$ cat src/rtl/dcm_clkgen_prog.sv
// dcm_clkgen_prog: serial LoadD/LoadM/GO sequencer for the DCM_CLKGEN
// pixel clock, with PROGDONE/LOCKED supervision and DCM reset on timeout.
module dcm_clkgen_prog #(
  parameter int PROG_DIV   = 2,
  parameter int TIMEOUT    = 65535,
  parameter int RST_CYCLES = 8
) (
  input  logic       sys_clk,
  input  logic       sys_rst_n,
  input  logic       cmd_valid,
  output logic       cmd_ready,
  input  logic [7:0] cmd_m,
  input  logic [7:0] cmd_d,
  output logic       prog_clk,
  output logic       prog_en,
  output logic       prog_data,
  input  logic       prog_done,
  input  logic       dcm_locked,
  output logic       dcm_rst,
  output logic       busy,
  output logic       done,
  output logic       err,
  output logic [1:0] err_code
);

  localparam int DW = (PROG_DIV > 1) ? $clog2(PROG_DIV) : 1;
  localparam logic [DW-1:0] DIV_MAX = DW'(PROG_DIV - 1);
  localparam logic [16:0] TMO_MAX = 17'(TIMEOUT - 1);
  localparam logic [16:0] RST_MAX = 17'(RST_CYCLES - 1);

  typedef enum logic [3:0] {
    S_IDLE, S_LOAD_D, S_GAP1, S_LOAD_M, S_GAP2,
    S_GO, S_WAIT_DONE, S_WAIT_LOCK, S_RESET_DCM
  } state_t;

  state_t r_state, w_nxt;

  logic [DW-1:0] r_div;
  logic          r_pclk;
  logic          w_fall;
  logic [3:0]    r_cnt, w_cnt;
  logic [9:0]    r_sh, w_sh;
  logic [7:0]    r_m, w_m;
  logic [16:0]   r_tmr, w_tmr;
  logic          r_en, w_en;
  logic          r_data, w_data;
  logic          r_rst;
  logic          r_done, w_done;
  logic          r_err, w_err;
  logic [1:0]    r_code, w_code;
  logic          r_pd1, r_pd2, r_pd3;
  logic          r_lk1, r_lk2;
  logic          w_pd_rise;

  always_ff @(posedge sys_clk) begin
    if (!sys_rst_n) begin
      r_div  <= '0;
      r_pclk <= 1'b0;
    end else if (r_div == DIV_MAX) begin
      r_div  <= '0;
      r_pclk <= ~r_pclk;
    end else begin
      r_div  <= r_div + 1'b1;
    end
  end

  assign w_fall = (r_div == DIV_MAX) && r_pclk;

  always_ff @(posedge sys_clk) begin
    if (!sys_rst_n) begin
      r_pd1 <= 1'b0;
      r_pd2 <= 1'b0;
      r_pd3 <= 1'b0;
      r_lk1 <= 1'b0;
      r_lk2 <= 1'b0;
    end else begin
      r_pd1 <= prog_done;
      r_pd2 <= r_pd1;
      r_pd3 <= r_pd2;
      r_lk1 <= dcm_locked;
      r_lk2 <= r_lk1;
    end
  end

  assign w_pd_rise = r_pd2 & ~r_pd3;

  always_ff @(posedge sys_clk) begin
    if (!sys_rst_n) begin
      r_state <= S_IDLE;
      r_cnt   <= '0;
      r_sh    <= '0;
      r_m     <= '0;
      r_tmr   <= '0;
      r_en    <= 1'b0;
      r_data  <= 1'b0;
      r_rst   <= 1'b0;
      r_done  <= 1'b0;
      r_err   <= 1'b0;
      r_code  <= 2'b00;
    end else begin
      r_state <= w_nxt;
      r_cnt   <= w_cnt;
      r_sh    <= w_sh;
      r_m     <= w_m;
      r_tmr   <= w_tmr;
      r_en    <= w_en;
      r_data  <= w_data;
      r_rst   <= (w_nxt == S_RESET_DCM);
      r_done  <= w_done;
      r_err   <= w_err;
      r_code  <= w_code;
    end
  end

  always_comb begin
    w_nxt  = r_state;
    w_cnt  = r_cnt;
    w_sh   = r_sh;
    w_m    = r_m;
    w_tmr  = '0;
    w_en   = r_en;
    w_data = r_data;
    w_done = 1'b0;
    w_err  = r_err;
    w_code = r_code;
    unique case (r_state)
      S_IDLE: begin
        if (cmd_valid) begin
          w_nxt  = S_LOAD_D;
          w_cnt  = 4'd10;
          w_sh   = {cmd_d, 2'b01};
          w_m    = cmd_m;
          w_err  = 1'b0;
          w_code = 2'b00;
        end
      end
      S_LOAD_D, S_LOAD_M: begin
        if (w_fall) begin
          w_en   = 1'b1;
          w_data = r_sh[0];
          w_sh   = {1'b0, r_sh[9:1]};
          w_cnt  = r_cnt - 4'd1;
          if (r_cnt == 4'd1) begin
            w_nxt = (r_state == S_LOAD_D) ? S_GAP1 : S_GAP2;
            w_cnt = 4'd2;
          end
        end
      end
      S_GAP1, S_GAP2: begin
        if (w_fall) begin
          w_en   = 1'b0;
          w_data = 1'b0;
          w_cnt  = r_cnt - 4'd1;
          if (r_cnt == 4'd1) begin
            if (r_state == S_GAP1) begin
              w_nxt = S_LOAD_M;
              w_cnt = 4'd10;
              w_sh  = {r_m, 2'b11};
            end else begin
              w_nxt = S_GO;
              w_cnt = 4'd1;
            end
          end
        end
      end
      // GO drives one period, then the next fall tick ends it
      S_GO: begin
        if (w_fall) begin
          w_data = 1'b0;
          if (r_cnt != 4'd0) begin
            w_en  = 1'b1;
            w_cnt = 4'd0;
          end else begin
            w_en  = 1'b0;
            w_nxt = S_WAIT_DONE;
          end
        end
      end
      S_WAIT_DONE: begin
        w_tmr = r_tmr + 17'd1;
        if (w_pd_rise) begin
          w_nxt = S_WAIT_LOCK;
          w_tmr = '0;
        end else if (r_tmr == TMO_MAX) begin
          w_nxt  = S_RESET_DCM;
          w_tmr  = '0;
          w_err  = 1'b1;
          w_code = 2'b01;
        end
      end
      S_WAIT_LOCK: begin
        w_tmr = r_tmr + 17'd1;
        if (r_lk2) begin
          w_nxt  = S_IDLE;
          w_done = 1'b1;
        end else if (r_tmr == TMO_MAX) begin
          w_nxt  = S_RESET_DCM;
          w_tmr  = '0;
          w_err  = 1'b1;
          w_code = 2'b10;
        end
      end
      S_RESET_DCM: begin
        w_tmr = r_tmr + 17'd1;
        if (r_tmr == RST_MAX) w_nxt = S_IDLE;
      end
      default: w_nxt = S_IDLE;
    endcase
  end

  assign cmd_ready = (r_state == S_IDLE);
  assign busy      = (r_state != S_IDLE);
  assign prog_clk  = r_pclk;
  assign prog_en   = r_en;
  assign prog_data = r_data;
  assign dcm_rst   = r_rst;
  assign done      = r_done;
  assign err       = r_err;
  assign err_code  = r_code;

endmodule
$ cat config.mk
export PLATFORM = sky130hd
export DESIGN_NAME = dcm_clkgen_prog
export DESIGN_NICKNAME = d
export VERILOG_FILES = /design/src/rtl/dcm_clkgen_prog.sv
export SDC_FILE = /design/constraint.sdc
export NUM_CORES = 1
export LEC_CHECK = 0
export ABC_AREA = 1
export CAP_MARGIN = 5
export CORE_MARGIN = 4
export CORE_UTILIZATION = 60
export DETAILED_ROUTE_END_ITERATION = 7
export MAX_ROUTING_LAYER = met4
export PLACE_DENSITY = 0.9
export SYNTH_ARGS = -nofsm -noshare
export SYNTH_HDL_FRONTEND = slang
export SYNTH_SLANG_ARGS = --single-unit
$ cat constraint.sdc
create_clock -name sys_clk -period 3.6 [get_ports sys_clk]
set_clock_uncertainty 0.1 [all_clocks]
set_input_delay 0.72 -clock sys_clk [delete_from_list [all_inputs] [get_ports sys_clk]]
set_output_delay 0.72 -clock sys_clk [all_outputs]
set_load 0.005 [all_outputs]
==> results.toml <==
# implementation run metrics
[outcome]
status = "complete, no violations"

[synthesis]
syn-num-nets = 470
yosys_area_mm2 = 0.002908
numSynthFlops = 57
yosys_cells = 444
synth-warning-count = 0
yosys.stat.seqShare_pct = 39.24
async_flop_share_pct = 0
synth_area_per_cell_um2 = 6.549
netlist.area_leader.share_pct = 39.24
synth_top_flop_cell = "dfxtp_1"
top_cells_by_area = "dfxtp_1, nand2_1, nor2_1"
edf_count = 0
yosys.area.top_type = "dfxtp_1"
ys_types = 31
synthCells = 444
syn_area_mm2 = 0.002908

[placement]
place_area_mm2 = 0.003261
place_congestion = 0.9261
dp_hpwl_um = 4587
dp_cells = 535
port_buffers = 30

[pwr]
p_sw_share_pct = 25.42
internal-power_mw = 1.122
p_clk_share_pct = 41.1
power.share.sequential_pct = 45.4
total_power_mw = 1.504
pwr_density_cell_mw_per_mm2 = 433.7
power_switching_mw = 0.3823
leakage_nw = 1.582
pwr-share-comb_pct = 13.4
ir_drop_mv = 0.2700

[cells_and_area]
nets = 505
area_growth_pct = 19.28
instances_no_fill = 551
fin_area_mm2 = 0.003468
drive_gt1_share_pct = 5.785
antenna_cells = 0

[die]
dieWidth_um = 77.62
fp-utilization_pct = 61.56
ios = 31
die_y_um = 77.62
fp-row-count = 25
dieArea_mm2 = 0.006024

[sta]
fin_setup_tns_ps = 0
timing.fmax_mhz = 389.2
rsz0062_at_grt = "false"
fin_crit_sh_pct = 71.37
hold_viol = 0
min_period_ps = 2569
hold_ws_ps = 320.3
tightest_slew_ps = 485.0
drv_slew = 0
relSlewSlack_pct = 67.63

[run]
tool_warnings = 29
maxCapViolCount = 0

[critical_path]
r2r-end = "r_sh[9]$_SDFFE_PN0P_"
cp_max_fo = 8
r2r_setup_slack_ps = 1590
worstPathRequired_ps = 2780
path_cells = "nor2_2 -> nand2_1 -> inv_1 -> clkdlybuf4s50_1"
cp.arrival_ps = 1750
startpoint = "r_state[3]$_SDFF_PN0_"
r2r-start = "r_state[2]$_SDFF_PN0_"
critPathMaxStageDelay_ps = 490
crit_path_end = "cmd_ready"
cp_slowest_cell = "clkdlybuf4s50_1"
end_kind = "output pin"
reg2reg_depth = 8
critical_path.startpoint_type = "flip-flop"
path_class = "reg -> out"

[clock_network]
clock_latency_ps = 330
path_clk_slew_ps = 60
root_buffer = "clkbuf_8"
numCtsBuffers = 9
post_cts_resized = 0
hold_buffers = 0
h-tree-depth = 3
cts_tree = "built"
clock-sinks = 57
cts.path.max_buffers = 2
cts_setup_buffers = 0

[min_path]
hp-class = "reg -> reg"
min_path_cells = 2

[route]
wl_per_cell_um = 11.72
viasPerCell = 5.250
drc = 0
wl_um = 6458
drt_iter0_drc = 283
ant_nets = 0
first_pass_iters = 5
vias = 2893

[grt]
grt_usage_pct = 22.94
grt_pass1_vias = 2588
grt_max_degree = 31
grt_overflow_total = 0
grt_pass1_wl_um = 10920
antenna_found_initial = 0
-- Yosys cell counts, types with 3 or more instances --
library cell	instances
nand3_1	22
inv_1	52
ha_1	5
nand2_1	123
a21oi_1	20
buf_2	4
xor2_1	10
a22oi_1	4
nor3_1	3
o21ai_0	18
nor2_1	92
dfxtp_1	57
nand4_1	7
-- registers in the layout (all words and copies together) (netlist names) --
register,cells
prog_data,1
r_m,8
err_code,2
r_pd2,1
r_lk1,1
err,1
r_cnt,4
dcm_rst,1
r_state,4
prog_clk,1
r_sh,10
r_pd1,1
r_lk2,1
done,1
r_tmr,17
r_div,1
prog_en,1
r_pd3,1
-- how the worst min path moves through the flow --
stage / start / end / slack (ps)
3_5_place_dp: r_pd1$_SDFF_PN0_ / r_pd2$_SDFF_PN0_ / 300
3_3_place_gp: r_pd1$_SDFF_PN0_ / r_pd2$_SDFF_PN0_ / 300
6_report: r_pd1$_SDFF_PN0_ / r_pd2$_SDFF_PN0_ / 320
2_1_floorplan: r_lk1$_SDFF_PN0_ / r_lk2$_SDFF_PN0_ / 290
5_1_grt: r_lk1$_SDFF_PN0_ / r_lk2$_SDFF_PN0_ / 350
4_1_cts: r_pd1$_SDFF_PN0_ / r_pd2$_SDFF_PN0_ / 320
-- cell usage in the layout, fill, tap and decap left out, types with 2 or more instances in the layout --
cell and n:
a21oi_1 20, a22oi_1 4, clkbuf_1 2, clkbuf_8 12, clkdlybuf4s50_1 30, dfxtp_1 57
ha_1 5, inv_1 52, inv_2 2, nand2_1 123, nand2_2 2, nand3_1 22
nand3_2 2, nand3b_1 2, nand4_1 7, nor2_1 92, nor2_2 2, nor2_4 2
nor3_1 3, o21ai_0 18, o22ai_1 2, xnor2_1 2, xor2_1 10
-- power by group through the flow --
stage	combinational (mW)	clock [mW]	sequential, mW
after floorplan	0.140	0	0.692
after global placement	0.191	0	0.695
after detailed placement	0.198	0	0.696
after CTS	0.201	0.628	0.683
after global routing	0.230	0.657	0.686
final	0.202	0.619	0.683
-- kinds of logic after synthesis --
logic type                 count (synthesis)  share of synthesized area, %
and+or+nand+nor                          262                         38.04
buffers and inverters                     62                         8.434
xor gates and xnor gates                  12                         3.614
adders and majority gates                  5                         2.151
DFF                                       57                         39.24
AOI/OAI and AO/OA                         46                         8.520
-- stage by stage --
step	util, %	setup WS (ps)
3_3_place_gp	69.03	1325
4_1_cts	73.43	1029
6_report	73.43	1031
3_5_place_dp	69.03	1288
2_1_floorplan	-	1888
5_1_grt	73.43	893.3
-- per-layer routing --
layer  wire, um  track usage [%]  share of wire [%]
met5          0                -                  0
met4        102            9.964                1.6
met3        499            5.336                7.7
met2       2964            35.62                 46
met1       2893            28.50                 45
-- worst max-delay path, delay by kind of cell (launching register included) --
family                 cells  cell delay, ps
buffers and inverters      2             570
flip-flops                 1             370
AND/OR/NAND/NOR            2             480
-- area by class of cell --
cell class,count,area [um2]
Clock buffer,14,172.7
Clock inverter,2,35.03
Sequential cell,57,1141
Tap cell,67,83.83
Fill cell,357,1255
Multi-Input combinational cell,325,1521
Inverter,55,206.4
Timing Repair Buffer,31,307.8
### Placement view

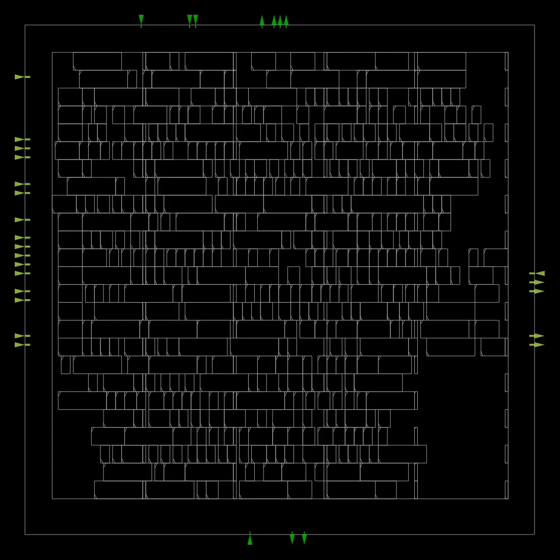
Filler cells: 357
Seq Cell Count: 57
core area: 0.004723 mm2

### Wires at chosen ports, followed through buffers

Bar = 20 um.
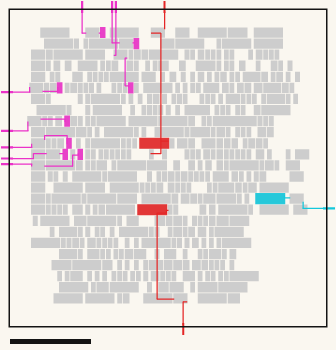
- done: cyan (direction output; edge east; end cells 1; buffers 1; wire 8.40 um)
- cmd_d: magenta (direction input; edge 5 west, 3 north; end cells 8; buffers 8; wire 101 um)
- err_code: red (direction output; edge 1 north, 1 south; end cells 2; buffers 2; wire 75.6 um)

### Local utilization

Bar = 20 um. The die is cut into 8 by 8 equal tiles; white is low, dark blue is high, 0 to 100% covered.
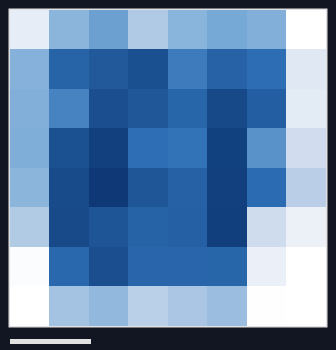
- emptiest ninth of the die: south-east
- fullest tile: 96%
- densest ninth of the die: center

### Power grid

Bar = 20 um. Pins as bars on the die edge. Tap cells in gray.
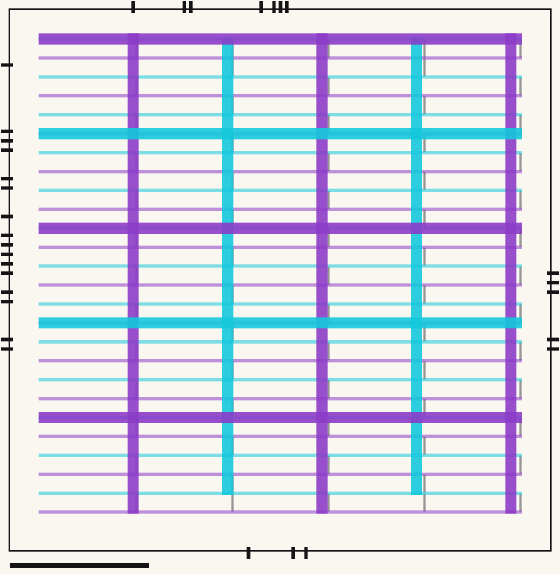
- VDD: cyan
- VSS: purple
- met1 rails: 26
- met4 straps: 5
- rows: 25
- met5 straps: 5

### Where the registers sit

Bar = 20 um. Other sequential cells in the stronger gray, the rest of the logic in the fainter gray.
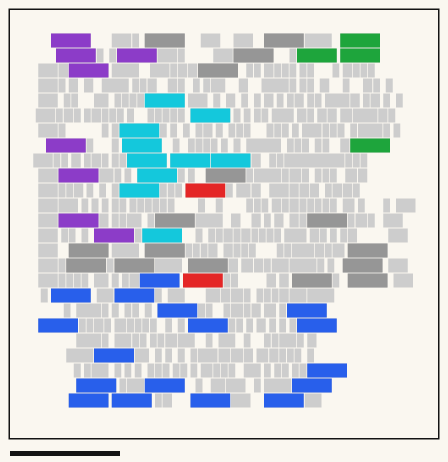
- r_cnt: green (flops 4; where north-east)
- r_sh: cyan (flops 10)
- r_m: purple (flops 8)
- r_tmr: blue (flops 17)
- err_code: red (flops 2)
Seq area share: 32.90%
FF/Latch Area: 0.001141 mm2
fin util: 73.43%
Flop+latch power: 0.683 mW

No activity file was given, so power comes from the tool's default toggle rates.
